<file path="src/rtl/mem_pkg.sv">
// mem_pkg
// Shared types and constants for the memory-side responder.
//   mem_state_t : boot/run phase of the responder FSM
//   VECTOR_ADDR : byte address of the CPU exception-vector word
package mem_pkg;

  typedef enum logic {
    MEM_BOOT,
    MEM_RUN
  } mem_state_t;

  localparam logic [31:0] VECTOR_ADDR = 32'd252;

endpackage

</file>
<file path="src/rtl/mem_array.sv">
// mem_array
// Single-port word RAM with a registered, write-first read port.
// The storage itself is never reset, so its contents survive a reset.
// Only the output register is cleared.
// Ports:
//   clock : rising-edge clock
//   reset : asynchronous active-high clear of the output register only
//   clear : synchronous clear of the output register (has priority)
//   we    : write enable for the addressed word
//   addr  : word index
//   wdata : write data; also the read-back value on a write
//   rdata : registered read data
module mem_array #(
  parameter int DEPTH_WORDS = 64,
  parameter int AW          = 6
) (
  input  logic          clock,
  input  logic          reset,
  input  logic          clear,
  input  logic          we,
  input  logic [AW-1:0] addr,
  input  logic [31:0]   wdata,
  output logic [31:0]   rdata
);

  logic [31:0] mem [DEPTH_WORDS];
  logic [31:0] rdata_d;
  logic [31:0] rdata_q;

  always_ff @(posedge clock) begin
    if (we) begin
      mem[addr] <= wdata;
    end
  end

  // Clear wins over a write so loader writes during boot never reach the
  // output. A write returns its own data instead of the stale word.
  always_comb begin
    rdata_d = mem[addr];
    if (clear) begin
      rdata_d = 32'd0;
    end else if (we) begin
      rdata_d = wdata;
    end
  end

  always_ff @(posedge clock or posedge reset) begin
    if (reset) begin
      rdata_q <= 32'd0;
    end else begin
      rdata_q <= rdata_d;
    end
  end

  assign rdata = rdata_q;

endmodule

</file>
<file path="src/rtl/mem_responder.sv">
// mem_responder
// Memory-side responder for the CPU's single memory port.
// After reset it optionally boots: it fills the RAM from a valid/ready
// loader stream and holds the CPU in reset. It then serves CPU reads and
// writes with one-cycle registered data and address-fault detection.
// Ports:
//   clock, reset          : rising-edge clock, asynchronous active-high reset
//   Address, Wr, Datain   : CPU byte address, write strobe, write data
//   Dataout, AddrFault    : registered read data and fault flag
//   load_valid/data/last  : loader stream input
//   load_ready            : loader word accepted on valid && ready
//   cpu_hold              : keep the CPU in reset while booting
module mem_responder
  import mem_pkg::*;
#(
  parameter int DEPTH_WORDS = 64,
  parameter bit BOOT_EN     = 1'b1
) (
  input  logic        clock,
  input  logic        reset,
  input  logic [31:0] Address,
  input  logic        Wr,
  input  logic [31:0] Datain,
  output logic [31:0] Dataout,
  output logic        AddrFault,
  input  logic        load_valid,
  input  logic [31:0] load_data,
  input  logic        load_last,
  output logic        load_ready,
  output logic        cpu_hold
);

  localparam int          AW          = $clog2(DEPTH_WORDS);
  localparam int          PW          = AW + 1;
  localparam logic [31:0] BYTE_LIMIT  = 32'(4 * DEPTH_WORDS);
  localparam logic [PW-1:0] LAST_PTR  = PW'(DEPTH_WORDS - 1);
  localparam mem_state_t  RESET_STATE = BOOT_EN ? MEM_BOOT : MEM_RUN;

  mem_state_t    state_d, state_q;
  logic [PW-1:0] ptr_d, ptr_q;
  logic          addr_fault_d, addr_fault_q;

  logic          cpu_fault;
  logic          arr_we;
  logic          arr_clear;
  logic [AW-1:0] arr_addr;
  logic [31:0]   arr_wdata;

  assign cpu_fault = (Address >= BYTE_LIMIT) || (Address[1:0] != 2'b00);

  // Boot owns the RAM port and keeps the output cleared; run hands the port
  // to the CPU, dropping faulted writes and forcing Dataout to zero.
  // load_ready is masked by reset because the reset state is BOOT.
  always_comb begin
    state_d      = state_q;
    ptr_d        = ptr_q;
    addr_fault_d = 1'b0;
    load_ready   = 1'b0;
    cpu_hold     = 1'b0;
    arr_we       = 1'b0;
    arr_clear    = 1'b1;
    arr_addr     = ptr_q[AW-1:0];
    arr_wdata    = load_data;
    unique case (state_q)
      MEM_BOOT: begin
        load_ready = !reset;
        cpu_hold   = 1'b1;
        if (load_valid && !reset) begin
          arr_we = 1'b1;
          ptr_d  = ptr_q + 1'b1;
          if (load_last || (ptr_q == LAST_PTR)) begin
            state_d = MEM_RUN;
          end
        end
      end
      MEM_RUN: begin
        arr_addr     = Address[AW+1:2];
        arr_wdata    = Datain;
        arr_clear    = cpu_fault;
        arr_we       = Wr && !cpu_fault;
        addr_fault_d = cpu_fault;
      end
    endcase
  end

  always_ff @(posedge clock or posedge reset) begin
    if (reset) begin
      state_q      <= RESET_STATE;
      ptr_q        <= '0;
      addr_fault_q <= 1'b0;
    end else begin
      state_q      <= state_d;
      ptr_q        <= ptr_d;
      addr_fault_q <= addr_fault_d;
    end
  end

  mem_array #(
    .DEPTH_WORDS(DEPTH_WORDS),
    .AW         (AW)
  ) u_mem_array (
    .clock(clock),
    .reset(reset),
    .clear(arr_clear),
    .we   (arr_we),
    .addr (arr_addr),
    .wdata(arr_wdata),
    .rdata(Dataout)
  );

  assign AddrFault = addr_fault_q;

endmodule

</file>
<file path="config.mk">
export PLATFORM = sky130hd
export DESIGN_NAME = mem_responder
export DESIGN_NICKNAME = d
export VERILOG_FILES = /design/src/rtl/mem_pkg.sv /design/src/rtl/mem_array.sv /design/src/rtl/mem_responder.sv
export SDC_FILE = /design/constraint.sdc
export NUM_CORES = 2
export LEC_CHECK = 0
export ABC_AREA = 1
export CORE_MARGIN = 10
export CORE_UTILIZATION = 43
export DETAILED_ROUTE_END_ITERATION = 16
export GPL_TIMING_DRIVEN = 0
export PLACE_DENSITY = 0.64
export SETUP_SLACK_MARGIN = 0.1
export SLEW_MARGIN = 20
export SYNTH_ARGS = -nofsm -noshare
export SYNTH_HDL_FRONTEND = slang
export SYNTH_SLANG_ARGS = --single-unit
</file>
<file path="constraint.sdc">
create_clock -name clock -period 4.75 [get_ports clock]
set_input_delay 0.7125 -clock clock [delete_from_list [all_inputs] [get_ports clock]]
set_output_delay 0.7125 -clock clock [all_outputs]
set_load 0.005 [all_outputs]
</file>
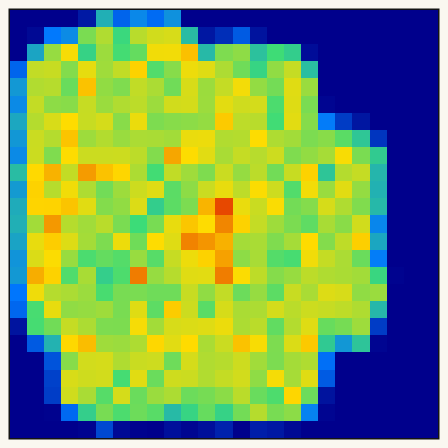
**Above:** cell density map.
25 x 25 tiles, from dark blue (low) to red (high), 0 to 100% covered.
emptiest ninth of the die	north-east
mean over tiles	44%
nearly empty tiles	25%
fullest tile	92%
tiles over 75% full	6.7%
core region area: 222,000 sq um
post-layout util: 50.0%
Init Core Util: 43.2%

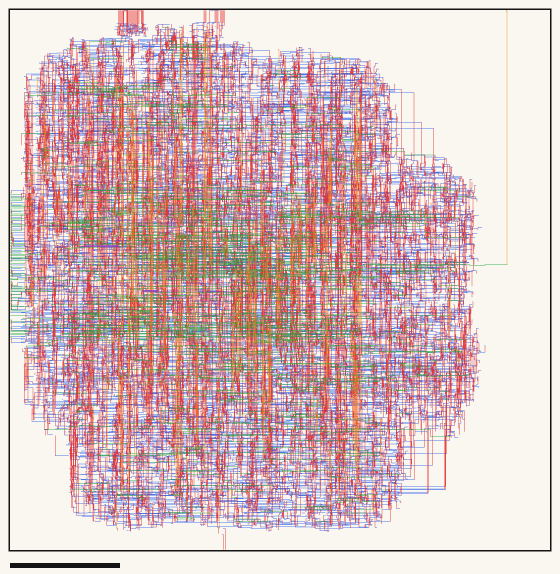
**Above:** routed metal, one colour a layer.
Scale bar: 100 um.
colour	layer	wire length
red	met2	130 mm
purple	met5	42.3 um
orange	met4	18,600 um
blue	met1	118 mm
green	met3	29.7 mm
gr usage total: 23.8%
drt wl/cell: 21.0 um
routed wire length: 296 mm
vias: 69.9k

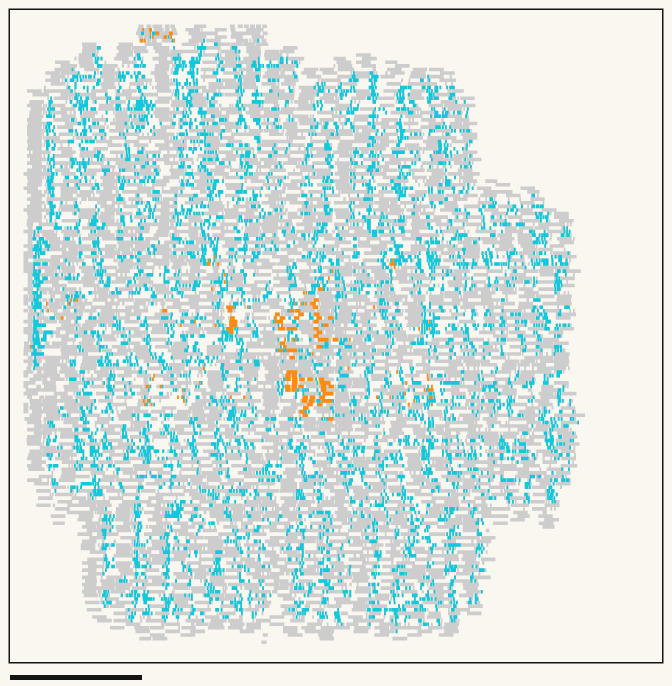
**Above:** logic cells by family.
Scale bar: 100 um.
colour	family	cells	most used
orange	NOR gates	171	nor2_1
cyan	NAND gates	5,829	nand2_1
Finished Layout Cells: 14.1k
Comb area share: 22.6%
most numerous logic cell after layout: nand2_1

==> changes_impl.md <==
## Implementation

* Pwr top: registers
* Clock transition at the registers of the reported paths at 60 ps
* Worst r2r src: state_q
* Crit Path Category: primary input to register
* Row cnt at 173
* Ys async rst share at 1.96%
* Hold Violations, Final at 0
* GRT met2 Usage at 36.6%
* Met3 routed WL at 29.7 mm
* P_sw at 9.37 mW
* Critical Path Source: Address[27]
* Outcome: finished with violations
* P_int at 29.8 mW
* CTS tree: yes
* Die height at 492 um
* RSZ-0062 raised after global routing: no
* Most numerous cell in the Yosys netlist: nand2_1
* Failing checks: negative setup slack
* Fillers at 20.1k
* WP data required at 5330 ps
* CTS Buf Count at 212
* Tightest Pin Transition at 1160 ps
* Top cells by area: edfxtp_1 64%, nand2_1 21%, inv_1 7.1%, nand3b_1 1.7%, nand3_1 1.1%
* Setup crit end: u_mem_array.mem[52][17]
* Register bank with the most flops: u_mem_array.mem
* Setup violations, final at 11
* Vias in the first global route at 65.9k
* Fmax at 210 MHz
* Distinct cells, synth at 32
* Die ar. at 242,000 sq um
* Count of library flops with an enable pin at 2,048
* Top Layout Cells: 5,351 x nand2_1, 2,048 x edfxtp_1, 1,818 x inv_1
* IO buf count at 135
* Dominant flop cell: edfxtp_1
* P&R area growth vs syn at 15.8%
* Clock share of power at 41.5%
* Layout Nets at 11.1k
* Setup Fix Bufs, Post-CTS at 0
* Clock tree root buffer cell: clkbuf_16
* Max-cap violations at 0
* I/O pins at 136
* Critical path cell sequence: clkdlybuf4s50_1 -> nor2_1 -> nand2_1 -> nor2_1 -> nand4_1 -> nor2_1 -> nand3_1 -> nand2_1 -> clkbuf_1 -> nand3_1 -> nor2_4 -> buf_16
* Combinational power at 2.72 mW
* Clk tree area frac at 6.02%
* Setup ws final at -16.0 ps
* Well tap count at 2,975
* Comb pwr share at 6.9%
-- per-stage QoR --
stage	TNS [ps]	hold slack (ps)	instances	cell area, sq um	total power, mW
after CTS	0	295	14120	111000	39.3
final	-129	307	14139	111000	39.2
after detailed placement	-902650	483	13724	104000	23.3
after global routing	0	330	14132	111000	40.3
after global placement	-6227870	464	13616	101000	23.2
after floorplan	0	446	10506	95900	22.0
-- worst min path at each step --
stage	cells past startpoint	start	endpoint	slack, ps
after floorplan	1	ptr_q[6]	ptr_q[6]	450
after global placement	1	ptr_q[6]	ptr_q[6]	460
after detailed placement	1	ptr_q[6]	ptr_q[6]	480
after CTS	2	reset	u_mem_array.rdata[9]	300
after global routing	2	reset	AddrFault	330
final	2	reset	AddrFault	310
Power is estimated from default activity; no workload was simulated.
